### Met4 routing

Scale: 2 px per µm. Cells faint in the background.
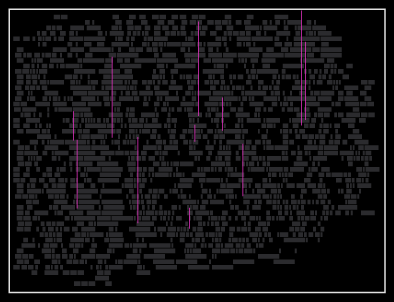
### Track usage over the die

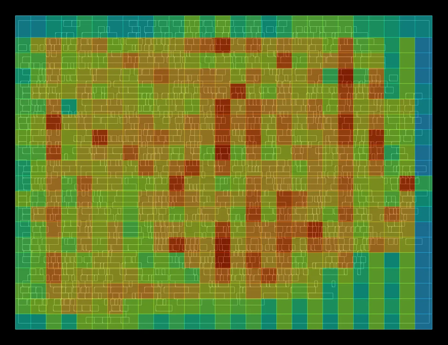
===== src/rtl/ej32_pkg.sv =====
// Shared widths, operation encoding and controller states for the signed
// sequential integer divider.
package ej32_pkg;

  localparam int DSZ_DEFAULT = 32;
  localparam int DSZ_MSB     = DSZ_DEFAULT - 1;

  typedef enum logic {
    DIV_Q = 1'b0,
    DIV_R = 1'b1
  } div_op_e;

  typedef enum logic [1:0] {
    IDLE = 2'd0,
    LOAD = 2'd1,
    RUN  = 2'd2,
    DONE = 2'd3
  } div_state_e;

endpackage


===== src/rtl/div_int.sv =====
// Unsigned restoring divider, one quotient bit per clock. Asserting rst loads
// the operands and starts a new DSZ-step division.
module div_int #(
  parameter int DSZ = 32
) (
  input  logic           clk,
  input  logic           rst,
  input  logic [DSZ-1:0] dividend,
  input  logic [DSZ-1:0] divisor,
  output logic [DSZ-1:0] quotient,
  output logic [DSZ-1:0] remainder,
  output logic           busy,
  output logic           zero
);

  localparam int CW = $clog2(DSZ + 1);

  logic [CW-1:0]  count;
  logic [DSZ-1:0] dvs;
  logic [DSZ:0]   trial;
  logic [DSZ:0]   diff;

  // remainder < divisor always holds, so diff[DSZ] is a clean borrow flag
  always_comb begin
    trial = {remainder, quotient[DSZ-1]};
    diff  = trial - {1'b0, dvs};
  end

  always_ff @(posedge clk) begin
    if (rst) begin
      quotient  <= dividend;
      remainder <= '0;
      dvs       <= divisor;
      count     <= CW'(DSZ);
      zero      <= (divisor == '0);
    end else if (count != '0) begin
      if (!diff[DSZ]) begin
        remainder <= diff[DSZ-1:0];
        quotient  <= {quotient[DSZ-2:0], 1'b1};
      end else begin
        remainder <= trial[DSZ-1:0];
        quotient  <= {quotient[DSZ-2:0], 1'b0};
      end
      count <= count - CW'(1);
    end
  end

  assign busy = (count != '0);

endmodule


===== src/rtl/idiv_seq.sv =====
// Signed sequential divider: converts operands to magnitudes, runs the
// unsigned iterative core and applies truncating-division sign correction.
module idiv_seq
  import ej32_pkg::*;
#(
  parameter int DSZ = DSZ_DEFAULT
) (
  input  logic           clk,
  input  logic           rst,
  input  logic           start,
  input  logic           op,
  input  logic [DSZ-1:0] a,
  input  logic [DSZ-1:0] b,
  output logic           ready,
  output logic           busy,
  output logic           done,
  output logic [DSZ-1:0] result,
  output logic           dz
);

  div_state_e     state;
  div_op_e        op_q;
  logic           sign_a;
  logic           sign_b;
  logic [DSZ-1:0] mag_a;
  logic [DSZ-1:0] mag_b;
  logic [DSZ-1:0] div_quo;
  logic [DSZ-1:0] div_rem;
  logic           div_busy;
  logic           div_start;
  logic [DSZ-1:0] fixed;

  function automatic logic [DSZ-1:0] neg(input logic [DSZ-1:0] v);
    return (~v) + DSZ'(1);
  endfunction

  function automatic logic [DSZ-1:0] mag(input logic [DSZ-1:0] v);
    return v[DSZ-1] ? neg(v) : v;
  endfunction

  // Restarting the core from LOAD also flushes any iteration left by an abort
  assign div_start = (state == LOAD);

  div_int #(.DSZ(DSZ)) u_div (
    .clk       (clk),
    .rst       (div_start),
    .dividend  (mag_a),
    .divisor   (mag_b),
    .quotient  (div_quo),
    .remainder (div_rem),
    .busy      (div_busy),
    .zero      ()
  );

  always_comb begin
    fixed = '0;
    if (op_q == DIV_R) begin
      fixed = sign_a ? neg(div_rem) : div_rem;
    end else begin
      fixed = (sign_a ^ sign_b) ? neg(div_quo) : div_quo;
    end
  end

  always_ff @(posedge clk) begin
    if (rst) begin
      state  <= IDLE;
      ready  <= 1'b1;
      busy   <= 1'b0;
      done   <= 1'b0;
      dz     <= 1'b0;
      result <= '0;
      op_q   <= DIV_Q;
      sign_a <= 1'b0;
      sign_b <= 1'b0;
      mag_a  <= '0;
      mag_b  <= '0;
    end else begin
      case (state)
        IDLE: begin
          done <= 1'b0;
          if (start) begin
            op_q   <= div_op_e'(op);
            sign_a <= a[DSZ-1];
            sign_b <= b[DSZ-1];
            mag_a  <= mag(a);
            mag_b  <= mag(b);
            ready  <= 1'b0;
            busy   <= 1'b1;
            if (b == '0) begin
              state  <= DONE;
              done   <= 1'b1;
              dz     <= 1'b1;
              result <= '0;
            end else begin
              state <= LOAD;
            end
          end
        end
        LOAD: state <= RUN;
        RUN: begin
          if (!div_busy) begin
            result <= fixed;
            dz     <= 1'b0;
            done   <= 1'b1;
            state  <= DONE;
          end
        end
        DONE: begin
          done  <= 1'b0;
          ready <= 1'b1;
          busy  <= 1'b0;
          state <= IDLE;
        end
        default: begin
          state <= IDLE;
          ready <= 1'b1;
          busy  <= 1'b0;
          done  <= 1'b0;
        end
      endcase
    end
  end

endmodule

===== config.mk =====
export PLATFORM = sky130hd
export DESIGN_NAME = idiv_seq
export DESIGN_NICKNAME = d
export VERILOG_FILES = /design/src/rtl/ej32_pkg.sv /design/src/rtl/div_int.sv /design/src/rtl/idiv_seq.sv
export SDC_FILE = /design/constraint.sdc
export NUM_CORES = 1
export LEC_CHECK = 0
export CAP_MARGIN = 10
export CORE_ASPECT_RATIO = 0.75
export CORE_UTILIZATION = 48
export CTS_CLUSTER_DIAMETER = 120
export CTS_CLUSTER_SIZE = 24
export DETAILED_ROUTE_END_ITERATION = 12
export PLACE_DENSITY = 0.68
export SYNTH_ARGS = -nofsm -noshare
export SYNTH_HDL_FRONTEND = slang
export SYNTH_SLANG_ARGS = --single-unit

===== constraint.sdc =====
create_clock -name clk -period 5.2 [get_ports clk]
set_input_delay 1.56 -clock clk [delete_from_list [all_inputs] [get_ports clk]]
set_output_delay 1.56 -clock clk [all_outputs]
set_load 0.01 [all_outputs]

==> out/qor.txt <==
Crit end category = register
H-tree depth = 1
Max-cap violations = 0
Critical path buffer and inverter count = 1
Cell taking the most area after synthesis = dfxtp_1
Pwr top = combinational logic
Worst vdd ir = 288 µV
# Post-CTS Setup Buffers = 0
Synth Cell Area = 12300 µm²
Largest net degree at the start of global routing = 72
YS warnings = 0
Crit path max-delay family = simple AND/OR/NAND/NOR gates
Most common cell in the netlist = nor2_1
CP Cell Sequence = clkdlybuf4s50_1 -> or4_1 -> nor3_2 -> nand3_1 -> or3_1 -> nor3_2 -> mux2_2 -> and2_1 -> nor2_1 -> a22o_1
Top cells by area = dfxtp_1 23%, edfxtp_1 16%, xor2_1 7.5%
Die X = 187 µm
Tool Warnings = 29
Clk slew on worst S/H paths = 90 ps
Post-Layout Inst Area = 14000 µm²
Cell mode on critical path = nor3_2
Chip area = 26400 µm²
Drt pass-1 iters = 5
Core Area = 25100 µm²
Crit start category = primary input
Max Clk Rate = 0.219 GHz
Die Y-Extent = 141 µm
Ys flops = 207
Seq power = 0.00285 W
Pint = 0.00456 W
Top-Level Pins = 104
Req. time, crit path = 5560 ps
# hold bufs at CTS = 0
Fraction of layout cells with a size suffix above 1 = 5.60%
Net Sw Power = 0.00365 W
Part of the power in combinational logic = 52.8%
Iteration-0 DRC Markers = 861
Flip-flops with a built-in enable = 64
M1 WL = 16900 µm
Vias per cell = 5.75
Outcome = finished, final reports clean
Residual DRC = 0
Top_reg_cell synth = dfxtp_1
P&R area growth vs syn = 13.4%
Layout Nets = 1587
Worst reg2reg path endpoint = u_div.remainder[1]$_SDFFE_PP0P_
Worst Hold Depth = 0
Power share of the clock group = 12.5%
Area reported by Yosys stat = 12300 µm²
Register share after synthesis = 38.8%
TritonCTS buffer count = 12
CP Depth = 10
About 'Met4 routing':
main direction: vertical
wire length on this layer: 335 µm
nets with wire on the layer: 6
longest straight run: 57.1 µm
Vias: 10.5k
drt total wl: 31800 µm

About 'Track usage over the die':
routed len/inst: 17.4 µm
GR met2 Demand/Resource: 33.4%

[registers in the layout, summed over array words and instances, names as in the netlist]
name,flops
op_q,1
u_div.remainder,32
sign_b,1
mag_b,32
u_div.dvs,32
result,32
mag_a,32
u_div.quotient,32
busy,1
dz,1
ready,1
u_div.count,6
done,1
sign_a,1
state,2
[how the worst min path moves through the flow]
stage,start,endpoint,slack [ps]
after floorplan,mag_b[0]$_SDFFE_PP0P_,u_div.dvs[0]$_DFFE_PP_,410
after global placement,mag_b[24]$_SDFFE_PP0P_,u_div.dvs[24]$_DFFE_PP_,420
after detailed placement,mag_b[25]$_SDFFE_PP0P_,u_div.dvs[25]$_DFFE_PP_,420
after CTS,mag_b[24]$_SDFFE_PP0P_,u_div.dvs[24]$_DFFE_PP_,440
after global routing,mag_b[26]$_SDFFE_PP0P_,u_div.dvs[26]$_DFFE_PP_,460
final,mag_b[24]$_SDFFE_PP0P_,u_div.dvs[24]$_DFFE_PP_,440
[final cells by class]
cell class	instances	area [µm²]
multi-input combinational	1075	7030
inverter	60	225
timing repair buffer	121	1170
fill	2301	11100
clock inverter	1	11.3
clock buffer	19	348
tap	338	423
sequential	207	4790
[cell families (layout without fill, tap and decap cells)]
kind of cell / after synthesis / after routing / synth area share (%)
buf+inv: 141 / 201 / 4.37
compound gates: 382 / 382 / 21.0
simple gates: 458 / 458 / 17.1
flops: 207 / 207 / 38.8
fa+ha+maj: 42 / 42 / 4.32
xor+xnor: 150 / 150 / 10.7
mux: 43 / 43 / 3.77
[stage by stage]
step	hold slack, ps	setup slack [ps]	utilization (%)
global placement	416	250	54.4
global route	455	393	55.8
CTS	443	654	55.8
floorplan	408	985	-
detailed placement	419	157	54.4
finish	440	643	55.8
Power figures rest on the tool's default switching activity, not on a simulated workload.
